Selected gate families:
(8 px per um)
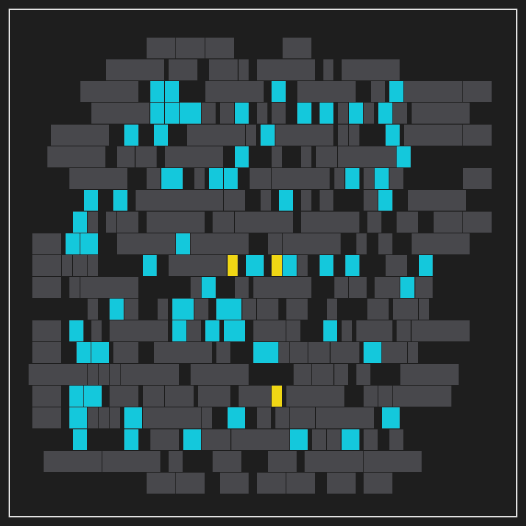
Routing congestion map:
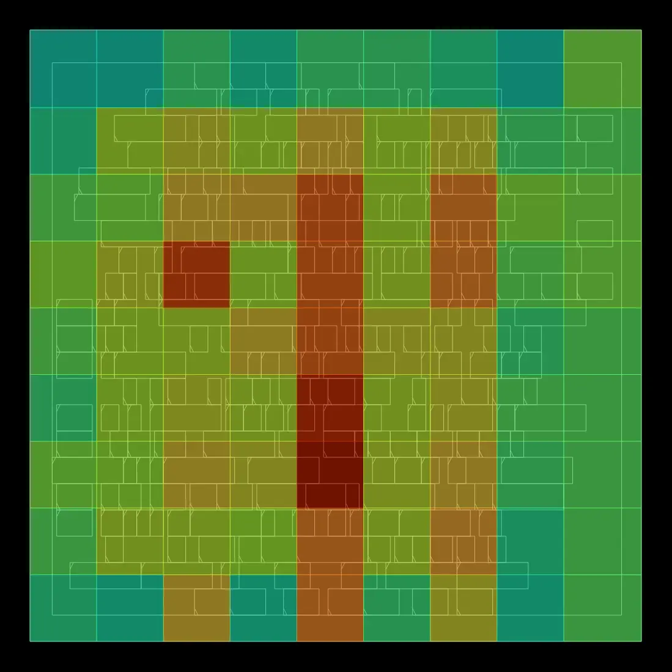
Signal wires on met2:
(4 px per um) Cells faint in the background.
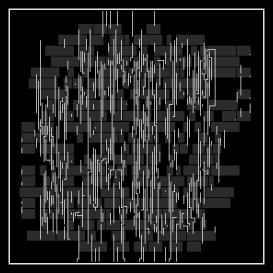
[config.mk]
export PLATFORM = sky130hd
export DESIGN_NAME = serial_subtractor
export DESIGN_NICKNAME = d
export VERILOG_FILES = /design/src/rtl/arith_pkg.sv /design/src/rtl/full_subtractor.sv /design/src/rtl/serial_subtractor.sv
export SDC_FILE = /design/constraint.sdc
export NUM_CORES = 1
export LEC_CHECK = 0
export CAP_MARGIN = 0
export CORE_MARGIN = 2
export CORE_UTILIZATION = 50
export DETAILED_ROUTE_END_ITERATION = 8
export GPL_ROUTABILITY_DRIVEN = 0
export GPL_TIMING_DRIVEN = 0
export PLACE_DENSITY = 0.83
export SLEW_MARGIN = 20
export SYNTH_ARGS = -nofsm -noshare
export SYNTH_HDL_FRONTEND = slang
export SYNTH_SLANG_ARGS = --single-unit
[constraint.sdc]
create_clock -name clk -period 2.9 [get_ports clk]
set_input_delay 0.58 -clock clk [delete_from_list [all_inputs] [get_ports clk]]
set_output_delay 0.58 -clock clk [all_outputs]
set_load 0.02 [all_outputs]
[src/rtl/arith_pkg.sv]
// Shared arithmetic package: default operand width and sequencer state encoding.
package arith_pkg;

    localparam int unsigned DEFAULT_WIDTH = 8;

    typedef enum logic [1:0] {
        IDLE = 2'd0,
        RUN  = 2'd1,
        DONE = 2'd2
    } state_t;

endpackage

[src/rtl/full_subtractor.sv]
// Single-bit full subtractor cell: d = x - y - br, bo = borrow out.
module full_subtractor (
    input  logic x,
    input  logic y,
    input  logic br,
    output logic d,
    output logic bo
);

    assign d  = x ^ y ^ br;
    assign bo = (~x & y) | (~(x ^ y) & br);

endmodule

[src/rtl/serial_subtractor.sv]
// Bit-serial subtractor: diff = a - b - bin, LSB first, one bit per clock,
// with a start/busy/done handshake and results held until the next completion.
module serial_subtractor
    import arith_pkg::*;
#(
    parameter int unsigned WIDTH = DEFAULT_WIDTH
) (
    input  logic             clk,
    input  logic             rst,
    input  logic             start,
    input  logic [WIDTH-1:0] a,
    input  logic [WIDTH-1:0] b,
    input  logic             bin,
    output logic             busy,
    output logic             done,
    output logic [WIDTH-1:0] diff,
    output logic             bout,
    output logic             ovf
);

    localparam int unsigned CW = $clog2(WIDTH) + 1;
    localparam logic [CW-1:0] LAST_BIT = CW'(WIDTH - 1);

    state_t           state_q;
    logic [WIDTH-1:0] a_sr;
    logic [WIDTH-1:0] b_sr;
    // Holds the WIDTH-1 low result bits; the last bit joins them straight from the cell.
    logic [WIDTH-2:0] res_sr;
    logic [WIDTH-1:0] res_ext;
    logic             br_q;
    logic             a_msb;
    logic             b_msb;
    logic [CW-1:0]    cnt_q;
    logic             cell_d;
    logic             cell_bo;
    logic             accept;

    full_subtractor u_cell (
        .x  (a_sr[0]),
        .y  (b_sr[0]),
        .br (br_q),
        .d  (cell_d),
        .bo (cell_bo)
    );

    // New difference bit enters on the MSB side; on the last RUN cycle this is the full result.
    always_comb begin
        res_ext = {cell_d, res_sr};
        accept  = start && ((state_q == IDLE) || (state_q == DONE));
    end

    // Sequencer, serial datapath and registered handshake/result outputs.
    always_ff @(posedge clk) begin
        if (rst) begin
            state_q <= IDLE;
            a_sr    <= '0;
            b_sr    <= '0;
            res_sr  <= '0;
            br_q    <= 1'b0;
            a_msb   <= 1'b0;
            b_msb   <= 1'b0;
            cnt_q   <= '0;
            busy    <= 1'b0;
            done    <= 1'b0;
            diff    <= '0;
            bout    <= 1'b0;
            ovf     <= 1'b0;
        end else begin
            done <= 1'b0;
            if (accept) begin
                // Operand MSBs are kept aside because the shift registers lose them.
                a_sr    <= a;
                b_sr    <= b;
                br_q    <= bin;
                a_msb   <= a[WIDTH-1];
                b_msb   <= b[WIDTH-1];
                res_sr  <= '0;
                cnt_q   <= '0;
                busy    <= 1'b1;
                state_q <= RUN;
            end else begin
                case (state_q)
                    RUN: begin
                        res_sr <= res_ext[WIDTH-1:1];
                        br_q   <= cell_bo;
                        a_sr   <= a_sr >> 1;
                        b_sr   <= b_sr >> 1;
                        cnt_q  <= cnt_q + CW'(1);
                        if (cnt_q == LAST_BIT) begin
                            state_q <= DONE;
                            busy    <= 1'b0;
                            done    <= 1'b1;
                            diff    <= res_ext;
                            bout    <= cell_bo;
                            ovf     <= (a_msb != b_msb) && (cell_d != a_msb);
                        end
                    end
                    DONE:    state_q <= IDLE;
                    default: state_q <= IDLE;
                endcase
            end
        end
    end

endmodule

==> reports/summary.log <==
qor: worst_hold_path.hold_class flop to flop
qor: setup_path.critical_path.endpoint_type output port
qor: setup_path.worst-setup-path-type flop to output port
qor: setup_path.critPathRequiredTime 2.32 ns
qor: clocking.clock_tree.root_cell clkbuf_4
qor: clocking.cts.path.max_buffers 2
qor: flow_run.log.warning_count 26
qor: sta.final.period_utilization 65.76%
qor: worst_hold_path.min_path_cells 2
qor: setup_path.worst-path-buf-inv 1
qor: setup_path.cp_slowest_cell clkdlybuf4s50_1
qor: clocking.cts_resized 0
qor: setup_path.worst_path_largest_cell_delay 0.60 ns
qor: setup_path.timing.reg2reg.setup_slack 1.36 ns
qor: setup_path.cp_top_family buffers and inverters
qor: finish.layout-area-overhead-vs-synth 25.25%
qor: synth.synthesis.area 0.001754 mm^2
qor: die.placement_rows 21
qor: setup_path.reg2regPathDepth 5
qor: route.detail_route.drc_violations 0
qor: die.die_width 63.23 um
qor: setup_path.worst_setup_path_startpoint diff[2]
qor: die.pin_count 32
qor: synth.synth_stat.cells 204
qor: clocking.cts.sinks 44
qor: route.avgRoutedWirePerCell 13.30 um
qor: setup_path.regToRegStartpoint b_sr[0]
qor: die.design.die.area 0.003998 mm^2
qor: clocking.clk_latency 0.36 ns
qor: global_routing.globalRouteOverflowTotal 0
qor: route.detail_route.iter0.violations 109
qor: placed_design.detailedPlacementHpwl 2685 um
qor: synth.mappedNetlistNets 226
qor: placed_design.post_dp_cell_area 0.002112 mm^2
qor: die.die_height 63.23 um
qor: route.drt.antenna.violating_nets 0
qor: synth.ys_area 0.001754 mm^2
qor: pwr.vdd_drop_max 415.9 uV
qor: clocking.ctsHoldBuffers 0
qor: setup_path.worst_r2r_endpoint ovf
qor: synth.netlist_top_cells_area dfxtp_1 50%, a21oi_1 8.3%, nand2_1 6.6%
qor: synth.yosys.stat.seqShare 50.21%
qor: route.avgViaCountPerCell 5.417
qor: finish.comb_area 744.5 um^2
qor: outcome.status completed
qor: setup_path.launching_element_type_of_the_critical_path flop
qor: placed_design.port-buffer-count 30
qor: sta.clock_skew 0.01417 ns
qor: sta.timing.final.crit_period 1.907 ns
qor: sta.worst_pin_slew 0.4748 ns
qor: clocking.htree_num_levels 2
qor: finish.register_area 880.8 um^2
qor: worst_hold_path.worstHoldEndpoint res_sr[5]
qor: worst_hold_path.hp-start res_sr[6]
qor: sta.achievable-frequency 0.5243 GHz
qor: sta.hold_violations_final 0
qor: sta.setup_tns 0 ns
qor: finish.net_count_of_the_finished_layout 263
qor: finish.fillers 310
qor: synth.yosysWarnings 0
qor: finish.layout-drive-gt1-share 10.33%
qor: die.floorplan.core_util 52.16%
qor: route.drt_first_pass_iters 4
qor: die.coreArea 0.003363 mm^2
qor: finish.final_layout_top_logic_cells 44 x dfxtp_1, 31 x nand2_1, 30 x clkdlybuf4s50_1
qor: global_routing.grt_start_max_net_pins 16
qor: synth.synthDominantCellAreaShare 50.21%
qor: sta.report.final.setup_viol 0
qor: sta.maxSlewViolCount 0
qor: setup_path.worst-path-max-fanout 2
qor: clocking.clkTransAtPathRegs 0.14 ns
qor: synth.ys_seq_elements 44
qor: global_routing.global_route_wire_length_before_repair 6479 um
qor: setup_path.critical_path_arrival 1.33 ns
qor: global_routing.antenna_found_initial 0
qor: sta.maxSlewHeadroom 68.35%
qor: synth.syn-mean-instance-area 8.599 um^2
qor: flow_run.cap_viol_max_count 0
qor: finish.postLayoutCellArea 0.002197 mm^2
qor: clocking.cts_made_buffers 5
qor: setup_path.crit_path_cell_trace clkdlybuf4s50_1
qor: clocking.cts_tree yes
qor: clocking.cts_setup_buffers 0
qor: synth.netlist_instances 204
qor: sta.rsz0062_at_grt false
qor: pwr.p_per_area 547.9 mW/mm^2
qor: finish.insertedDiodeCount 0
qor: synth.netlist-cell-type-count 32
qor: pwr.p_leak 0.7643 nW
qor: synth.yosys.area.top_type dfxtp_1
qor: global_routing.first_global_vias 1376
About 'selected gate families':
| family | color | cells | most used |
|---|---|---|---|
| aoi and oai cells | cyan | 62 | a21oi_1 |
| inv cells | yellow | 3 | inv_1 |
Comb/total area: 33.88%
non-filler cells, final: 288
top logic cell by instance count in the layout: dfxtp_1

About 'routing congestion map':
Post-Route Utilization: 65.33%
met1 Track Usage GR: 28.41%
Global Route Usage Sum: 20.50%
grt met2 use: 32.05%

About 'signal wires on met2':
main direction: vertical
share of all routed wire: 47%
total length of routed wires: 3829 um
Via Count: 1560

per-stage QoR:
step                      utilization (%)  total power, W  std cells  setup WS, ns  hold slack, ns
after floorplan                         -       0.0007676        204         1.511          0.4366
after global placement              62.80       0.0008219        280         1.029          0.4518
after detailed placement            62.80       0.0008249        280         1.027          0.4601
after CTS                           65.33        0.001210        288        0.9745          0.4796
after global routing                65.33        0.001258        288        0.9290          0.4992
final                               65.33        0.001204        288        0.9929          0.4821
synthesized netlist by cell type, drive strengths merged:
library cell and instances:
a211oi 2, a21oi 29, a22oi 2, a2bb2oi 1, a31oi 6, and2b 1, and3b 1, buf 17
clkbuf 1, dfxtp 44, fa 1, ha 1, inv 3, nand2 31, nand2b 2, nand3 14
nand3b 2, nor2 4, nor2b 2, nor3 14, nor3b 1, o21ai 15, o221ai 1, o22ai 6
or3 1, xnor2 1, xor2 1
cell families after synthesis:
group / count (synthesis) / synth area share, %
fa+ha+maj: 2 / 1.854
flops: 44 / 50.21
simple gates: 73 / 20.04
compound gates: 62 / 19.54
xor+xnor: 2 / 0.9988
buf+inv: 21 / 7.346
registers in the layout, indices dropped and copies added (netlist names), 2 cells and up:
register,cells
a_sr,8
b_sr,8
diff,8
res_sr,7
cnt_q,4
state_q,2
where the power goes:
| part | leakage (nW) | switching (W) | internal, W |
|---|---|---|---|
| Combinational | 0.360 | 0.0000884 | 0.0000774 |
| Sequential | 0.359 | 0.0000160 | 0.000632 |
| Clock | 0.0454 | 0.000206 | 0.000184 |
metal layers:
| layer | global-route usage [%] | routed length (um) | vias up |
|---|---|---|---|
| li1 | - | - | 795 |
| met1 | 28.41 | 1736 | 711 |
| met2 | 32.05 | 1800 | 49 |
| met3 | 4.821 | 248 | 5 |
| met4 | 5.707 | 44 | 0 |
| met5 | 0 | 0 | - |
final cells by class:
type / count / share of cell area [%]
buffer: 18 / 5.353
sequential: 44 / 40.09
clock inverter: 3 / 2.164
timing repair buffer: 30 / 13.67
inverter: 3 / 0.5125
clock buffer: 5 / 1.708
tap: 46 / 2.620
multi-input combinational: 139 / 33.88
worst max-delay path by stage:
stage | to | slack [ns] | cells past startpoint
CTS | bout | 0.97 | 1
floorplan | ovf | 1.51 | 5
global placement | b_msb | 1.03 | 5
detailed placement | a_msb | 1.03 | 5
global route | diff[6] | 0.93 | 1
finish | diff[2] | 0.99 | 1
No activity file was given, so power comes from the tool's default toggle rates.
